==> images/gate_families.png <==
Bar = 50 µm.
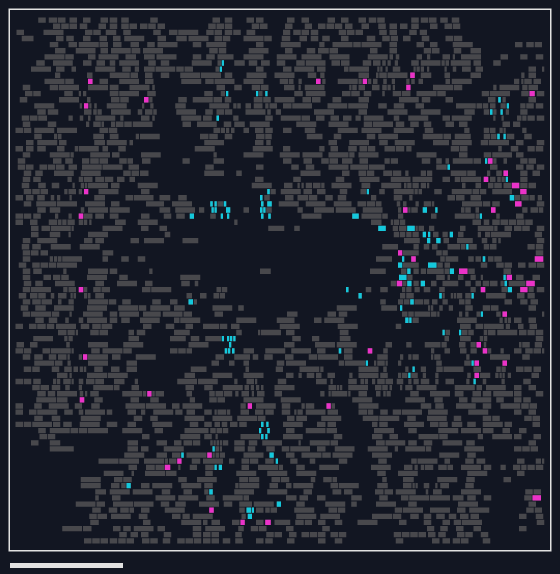
==> images/final_placement.png <==
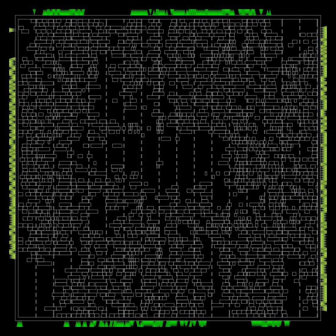
==> images/port_nets.png <==
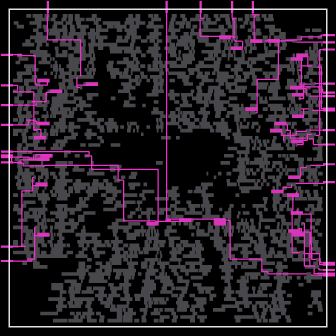
==> images/density.png <==
The die is cut into 24 by 24 equal tiles; black is low, pale yellow is high, 0 to 100% covered.
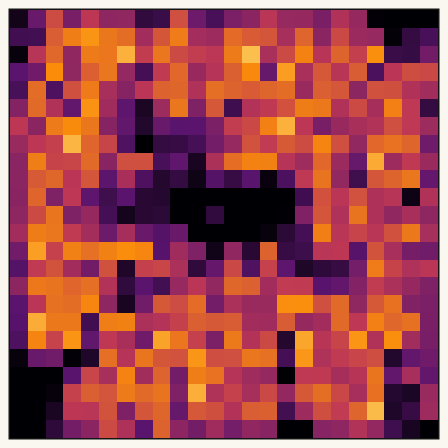
==> images/met3.png <==
Bar = 50 µm.
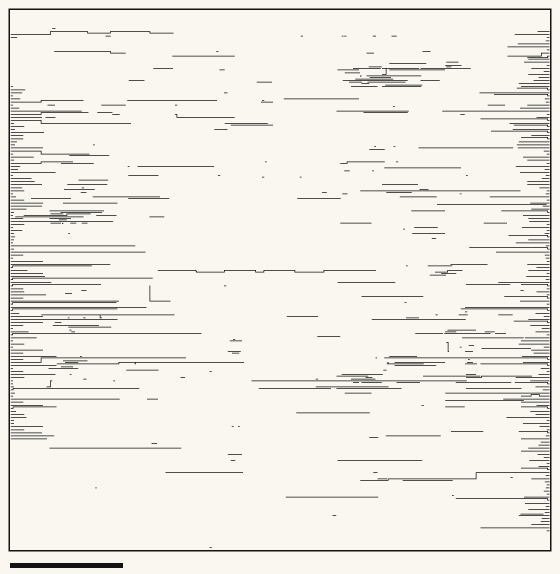
$ cat config.mk
export PLATFORM = sky130hd
export DESIGN_NAME = axi_lite_reg_slave
export DESIGN_NICKNAME = d
export VERILOG_FILES = /design/src/rtl/axi_lite_reg_slave.sv
export SDC_FILE = /design/constraint.sdc
export NUM_CORES = 1
export LEC_CHECK = 0
export CAP_MARGIN = 10
export CORE_MARGIN = 2
export CORE_UTILIZATION = 30
export CTS_BUF_LIST = sky130_fd_sc_hd__clkbuf_4 sky130_fd_sc_hd__clkbuf_8
export DETAILED_ROUTE_END_ITERATION = 8
export PLACE_DENSITY_LB_ADDON = 0.15
export SYNTH_ARGS = -nofsm -noshare
export SYNTH_HDL_FRONTEND = slang
export SYNTH_SLANG_ARGS = --single-unit
$ cat constraint.sdc
create_clock -name ACLK -period 2.7 [get_ports ACLK]
set_input_delay 0.54 -clock ACLK [delete_from_list [all_inputs] [get_ports ACLK]]
set_output_delay 0.54 -clock ACLK [all_outputs]
set_load 0.05 [all_outputs]
$ cat src/rtl/axi_lite_reg_slave.sv
// -----------------------------------------------------------------------------
// axi_lite_reg_slave
//
// AXI4-Lite responder holding a flat register file: NUM_CTRL read/write
// control words (word indices 0..NUM_CTRL-1) followed by NUM_STS read-only
// status words (indices NUM_CTRL..NUM_CTRL+NUM_STS-1). Word index = ADDR[31:2].
// Write and read channels are independent, each with one transaction in flight.
//
// Optional feature macro: AXI_LITE_SLV_ERR_EN
//   defined   : out-of-range reads and writes to status/out-of-range indices
//               respond SLVERR (2'b10)
//   undefined : the same accesses respond OKAY (2'b00); data behaviour is
//               identical (reads return 0, writes are dropped)
//
// Ports:
//   ACLK, ARESETn            clock, asynchronous active-low reset
//   AW*/W*/B*                write address, write data, write response
//   AR*/R*                   read address, read data/response
//   ctrl_regs [NUM_CTRL*32]  control register k on bits [32k+31:32k]
//   sts_in    [NUM_STS*32]   status word j on bits [32j+31:32j]
// -----------------------------------------------------------------------------
module axi_lite_reg_slave #(
    parameter int NUM_CTRL = 8,
    parameter int NUM_STS  = 4
) (
    input  logic                    ACLK,
    input  logic                    ARESETn,
    input  logic [31:0]             AWADDR,
    input  logic                    AWVALID,
    output logic                    AWREADY,
    input  logic [31:0]             WDATA,
    input  logic [3:0]              WSTRB,
    input  logic                    WVALID,
    output logic                    WREADY,
    output logic [1:0]              BRESP,
    output logic                    BVALID,
    input  logic                    BREADY,
    input  logic [31:0]             ARADDR,
    input  logic                    ARVALID,
    output logic                    ARREADY,
    output logic [31:0]             RDATA,
    output logic [1:0]              RRESP,
    output logic                    RVALID,
    input  logic                    RREADY,
    output logic [NUM_CTRL*32-1:0]  ctrl_regs,
    input  logic [NUM_STS*32-1:0]   sts_in
);

    localparam int         NUM_WORDS   = NUM_CTRL + NUM_STS;
    localparam logic [1:0] RESP_OKAY   = 2'b00;
`ifdef AXI_LITE_SLV_ERR_EN
    localparam logic [1:0] RESP_ERR    = 2'b10;
`else
    localparam logic [1:0] RESP_ERR    = 2'b00;
`endif

    // Byte-offset bits do not take part in decode.
    logic unused_addr_bits;
    assign unused_addr_bits = ^{AWADDR[1:0], ARADDR[1:0]};

    // Low through reset and the first edge after it, so no handshake can
    // happen on that first edge.
    logic        rdy_en_q;

    logic        aw_held_q;
    logic [29:0] aw_idx_q;
    logic        w_held_q;
    logic [31:0] w_data_q;
    logic [3:0]  w_strb_q;
    logic        bvalid_q;
    logic [1:0]  bresp_q;
    logic        rvalid_q;
    logic [31:0] rdata_q;
    logic [1:0]  rresp_q;

    logic        aw_hs, w_hs, ar_hs, commit;
    logic        wr_is_ctrl;
    logic [29:0] ar_idx;
    logic [31:0] rd_data_d;
    logic [1:0]  rd_resp_d;

    assign AWREADY = rdy_en_q && !aw_held_q && !bvalid_q;
    assign WREADY  = rdy_en_q && !w_held_q  && !bvalid_q;
    assign ARREADY = rdy_en_q && !rvalid_q;
    assign BVALID  = bvalid_q;
    assign BRESP   = bresp_q;
    assign RVALID  = rvalid_q;
    assign RDATA   = rdata_q;
    assign RRESP   = rresp_q;

    assign aw_hs      = AWVALID && AWREADY;
    assign w_hs       = WVALID && WREADY;
    assign ar_hs      = ARVALID && ARREADY;
    assign commit     = aw_held_q && w_held_q && !bvalid_q;
    assign wr_is_ctrl = (aw_idx_q < 30'(NUM_CTRL));
    assign ar_idx     = ARADDR[31:2];

    // Control registers: one block per word, byte lanes gated by the strobe.
    genvar gi;
    generate
        for (gi = 0; gi < NUM_CTRL; gi++) begin : g_ctrl
            logic [31:0] reg_q;
            always_ff @(posedge ACLK or negedge ARESETn) begin
                if (!ARESETn) begin
                    reg_q <= '0;
                end else if (commit && aw_idx_q == 30'(gi)) begin
                    for (int b = 0; b < 4; b++) begin
                        if (w_strb_q[b]) begin
                            reg_q[8*b +: 8] <= w_data_q[8*b +: 8];
                        end
                    end
                end
            end
            assign ctrl_regs[32*gi +: 32] = reg_q;
        end
    endgenerate

    // Read source mux. Control words come from the current register outputs,
    // so a read landing on the same edge as a commit sees the old value.
    always_comb begin
        rd_data_d = '0;
        rd_resp_d = RESP_OKAY;
        for (int k = 0; k < NUM_CTRL; k++) begin
            if (ar_idx == 30'(k)) begin
                rd_data_d = ctrl_regs[32*k +: 32];
            end
        end
        for (int j = 0; j < NUM_STS; j++) begin
            if (ar_idx == 30'(NUM_CTRL + j)) begin
                rd_data_d = sts_in[32*j +: 32];
            end
        end
        if (ar_idx >= 30'(NUM_WORDS)) begin
            rd_resp_d = RESP_ERR;
        end
    end

    always_ff @(posedge ACLK or negedge ARESETn) begin
        if (!ARESETn) begin
            rdy_en_q  <= 1'b0;
            aw_held_q <= 1'b0;
            aw_idx_q  <= '0;
            w_held_q  <= 1'b0;
            w_data_q  <= '0;
            w_strb_q  <= '0;
            bvalid_q  <= 1'b0;
            bresp_q   <= RESP_OKAY;
            rvalid_q  <= 1'b0;
            rdata_q   <= '0;
            rresp_q   <= RESP_OKAY;
        end else begin
            rdy_en_q <= 1'b1;

            if (aw_hs) begin
                aw_held_q <= 1'b1;
                aw_idx_q  <= AWADDR[31:2];
            end
            if (w_hs) begin
                w_held_q <= 1'b1;
                w_data_q <= WDATA;
                w_strb_q <= WSTRB;
            end

            // Commit and a new accept can never coincide: accepts need the
            // hold flag clear, commit needs both set.
            if (commit) begin
                aw_held_q <= 1'b0;
                w_held_q  <= 1'b0;
                bvalid_q  <= 1'b1;
                bresp_q   <= wr_is_ctrl ? RESP_OKAY : RESP_ERR;
            end else if (bvalid_q && BREADY) begin
                bvalid_q <= 1'b0;
            end

            if (ar_hs) begin
                rvalid_q <= 1'b1;
                rdata_q  <= rd_data_d;
                rresp_q  <= rd_resp_d;
            end else if (rvalid_q && RREADY) begin
                rvalid_q <= 1'b0;
            end
        end
    end

endmodule

==> run summary <==
The synthesis and place-and-route flow finished, so here is a summary.

Setup slack on the worst path after placement came out at -751 ps. The highest signal layer in the routed design is met5. The Yosys step of the flow raised 0 warnings.

The worst-case IR drop observed on VDD is between 300 and 400 µV. The post-cts hold-fix buffer tally is 1. The worst min-delay path class is primary input to register. The critical path is of the primary input to register type. Counting flops with an async set or reset pin after synthesis yields a share of 1.00. The critical path ends at RDATA[28]$_DFFE_PN0P_.

In this run the most used layer during global routing was met2. Yosys reports that the most numerous cell types are sky130_fd_sc_hd__dfrtp_1, sky130_fd_sc_hd__mux2_2, sky130_fd_sc_hd__nor2_1. The yosys-reported design area after synthesis is approximately 17,000 µm². Detailed placement ended at an HPWL of between 60 and 70 mm. The area share of the largest cell type after synthesis is 0.539. The final net count came out at ~2,300. The via count of the first global-routing pass is approximately 16,000. The share of the cycle needed by the critical path after routing came out at 0.967. In the post-synthesis netlist, the cell with the most instances is sky130_fd_sc_hd__dfrtp_1. In this run the critical register-to-register path is launched from aw_idx_q[20]$_DFFE_PN0P_. Of all the cell area in the finished design, non-clock buffers hold 0.265. Using the TritonRoute via totals, the vias-per-cell ratio works out to around 5.3. The post-detailed-route count of antenna-violating nets is 0. The leakage power came out at roughly 11 nW. The insertion delay to the later sink of the worst-skew pair is 660 ps. The total die area came out at ~57,000 µm².

The final period demand of the worst path is about 2600 ps. The vertical die dimension is 240 µm. Per STA, the startpoint of the critical path is ARADDR[19].

The fraction of area in registers came out at 0.351. The amount of wire on met2 after detailed routing came out at about 38 mm. The data required time at the worst endpoint is around 3300 ps. For reference, the post-synthesis area per instance comes to 12.2 µm².

Per the Yosys statistics, synthesis produced 1,364 cells. The number of antenna violations at the first check in global routing is 6. In the final report, the number of endpoints failing setup comes to 0. TritonCTS built the clock tree. Setup repair after global routing left no endpoint under its margin. The growth of design area from synthesis to finish is 53.5%. The number of multi-input combinational cells came out at between 900 and 1,000. The gate-level netlist out of Yosys references about 63 unique cell types. Post-CTS timing repair inserted 0 buffers for setup. The flow ran to the end, and the final reports show no timing, DRC or antenna violations. The global routing report lists met1 layer usage as 0.347.

The worst path buffer plus inverter count is 2. The delay of the slowest cell on the worst path came out at approximately 630 ps. Power comes to around 15 mW.

Timing would allow up to 383 MHz. The main area contributors are sky130_fd_sc_hd__dfrtp_1, sky130_fd_sc_hd__mux2_2, sky130_fd_sc_hd__nor2_1. STA shows the worst min-delay path finishing at RVALID$_DFFE_PN0P_. Per the final timing report, the hold violations number 0.

The worst register-to-register path has a depth of 8. The synthesized design contains ~360 register bits. The first-pass iteration count of the detailed router came out at 5.

Per STA, the worst path accumulates the most delay in the family simple AND/OR/NAND/NOR gates. Per the detail_route report, DRC violations left total 0. The met2 track demand over resource is 0.455. The clock buffer count is between 100 and 150. The count of cells resized by post-cts repair came out at 4. For the pin with the worst max-slew slack, the measured transition is 737 ps.

The maximum count of clock buffers along a single path came out at 3. The number of clock buffers inserted by TritonCTS is around 68. The arrival time of data at the worst endpoint is listed as approximately 3200 ps. Counting every sink on the clock net gives 359. The met3 wire length came out at around 6.4 mm. The worst hold margin came out at between 400 and 500 ps. For this run, the register share of the synthesized area comes to 0.539. For this design the ratio of total power to cell area is a little under 600 nW/µm². The timing report lists the critical path depth as 8 cells. The routed wirelength normalized by instance count came out at ~28 µm. In the layout the commonest cells are sky130_fd_sc_hd__clkdlybuf4s50_1, sky130_fd_sc_hd__dfrtp_1, sky130_fd_sc_hd__mux2_2. The post-synth tally of flip-flops with integrated enable came out at 0. For this run, the total global-route usage over all layers was measured as 0.275. The final total negative setup slack came out at 0 ps. The cell type that accounts for the most area after synthesis is sky130_fd_sc_hd__dfrtp_1. The register-to-register setup slack came out at approximately 190 ps. The mapped cell area came out at about 17,000 µm². The instance area at placement is between 20,000 and 25,000 µm². Per the CTS log, the root buffer master is sky130_fd_sc_hd__clkbuf_8. The capture point of the worst register-to-register path is recorded as g_ctrl[2].reg_q[14]$_DFFE_PN0P_. The count of max-cap constraint violations came out at 0. The slowest stage of the critical path is the sky130_fd_sc_hd__or4_4 cell. The combined area of the multi-input logic cells is about 7400 µm².
## Picture notes: gate_families.png
| family | colour | cells |
|---|---|---|
| AND and OR gates | magenta | 47 |
| NAND gates | cyan | 102 |
tally of non-filler cells in the final layout: 2,842
multi-input gate share of total cell area: 0.290
highest-count logic cell in the final layout: sky130_fd_sc_hd__clkdlybuf4s50_1

## Picture notes: final_placement.png
floorplan core area: 55,000 µm²
tally of filler cells in the layout: 5,120
utilization of the core after routing: 0.466
tap cell count: 748
Core Rows: 86

## Picture notes: port_nets.png
| port | colour | bits | direction | edge | end cells | buffers | wire |
|---|---|---|---|---|---|---|---|
| `RDATA` | magenta | 32 | output | 17 east, 10 west, 5 north | 32 | 32 | 2,140 µm |
Top-Level Pins: 532
I/O Buffers: 523

## Picture notes: density.png
emptiest ninth of the die: centre
nearly empty tiles: 6.6%
tiles over 75% full: 4.2%
mean over tiles: 43%
fullest tile: 86%
Initial Util: 0.303

## Picture notes: met3.png
nets with wire on the layer: 409
main direction: horizontal
longest straight run: 95.2 µm
share of all routed wire: 8.1%
Detailed Route WL: 79.2 mm
vias after detailed routing: 14,900
met3 routing resource usage after global routing: 0.0702

-- report_power, final --
group / switching (mW) / internal, mW / leakage (nW) / total, mW
Clock: 2.44 / 3.28 / 0.762 / 5.72
Sequential: 0.954 / 5.98 / 4.82 / 6.93
Combinational: 1.06 / 1.12 / 5.87 / 2.18
-- registers in the layout, indices dropped and copies added (netlist names) --
signal,count
BVALID,1
RDATA,32
RVALID,1
aw_held_q,1
aw_idx_q,30
g_ctrl.reg_q,256
rdy_en_q,1
w_data_q,32
w_held_q,1
w_strb_q,4
-- kinds of logic after synthesis --
group                  Yosys count  share of synthesized area
flip-flops                     359                      0.539
multiplexers                   357                      0.244
AND/OR/NAND/NOR                287                     0.0851
AND-OR/OR-AND                  280                      0.111
buffers and inverters           79                     0.0208
other                            2                   0.000450
No activity file was given, so power comes from the tool's default toggle rates.
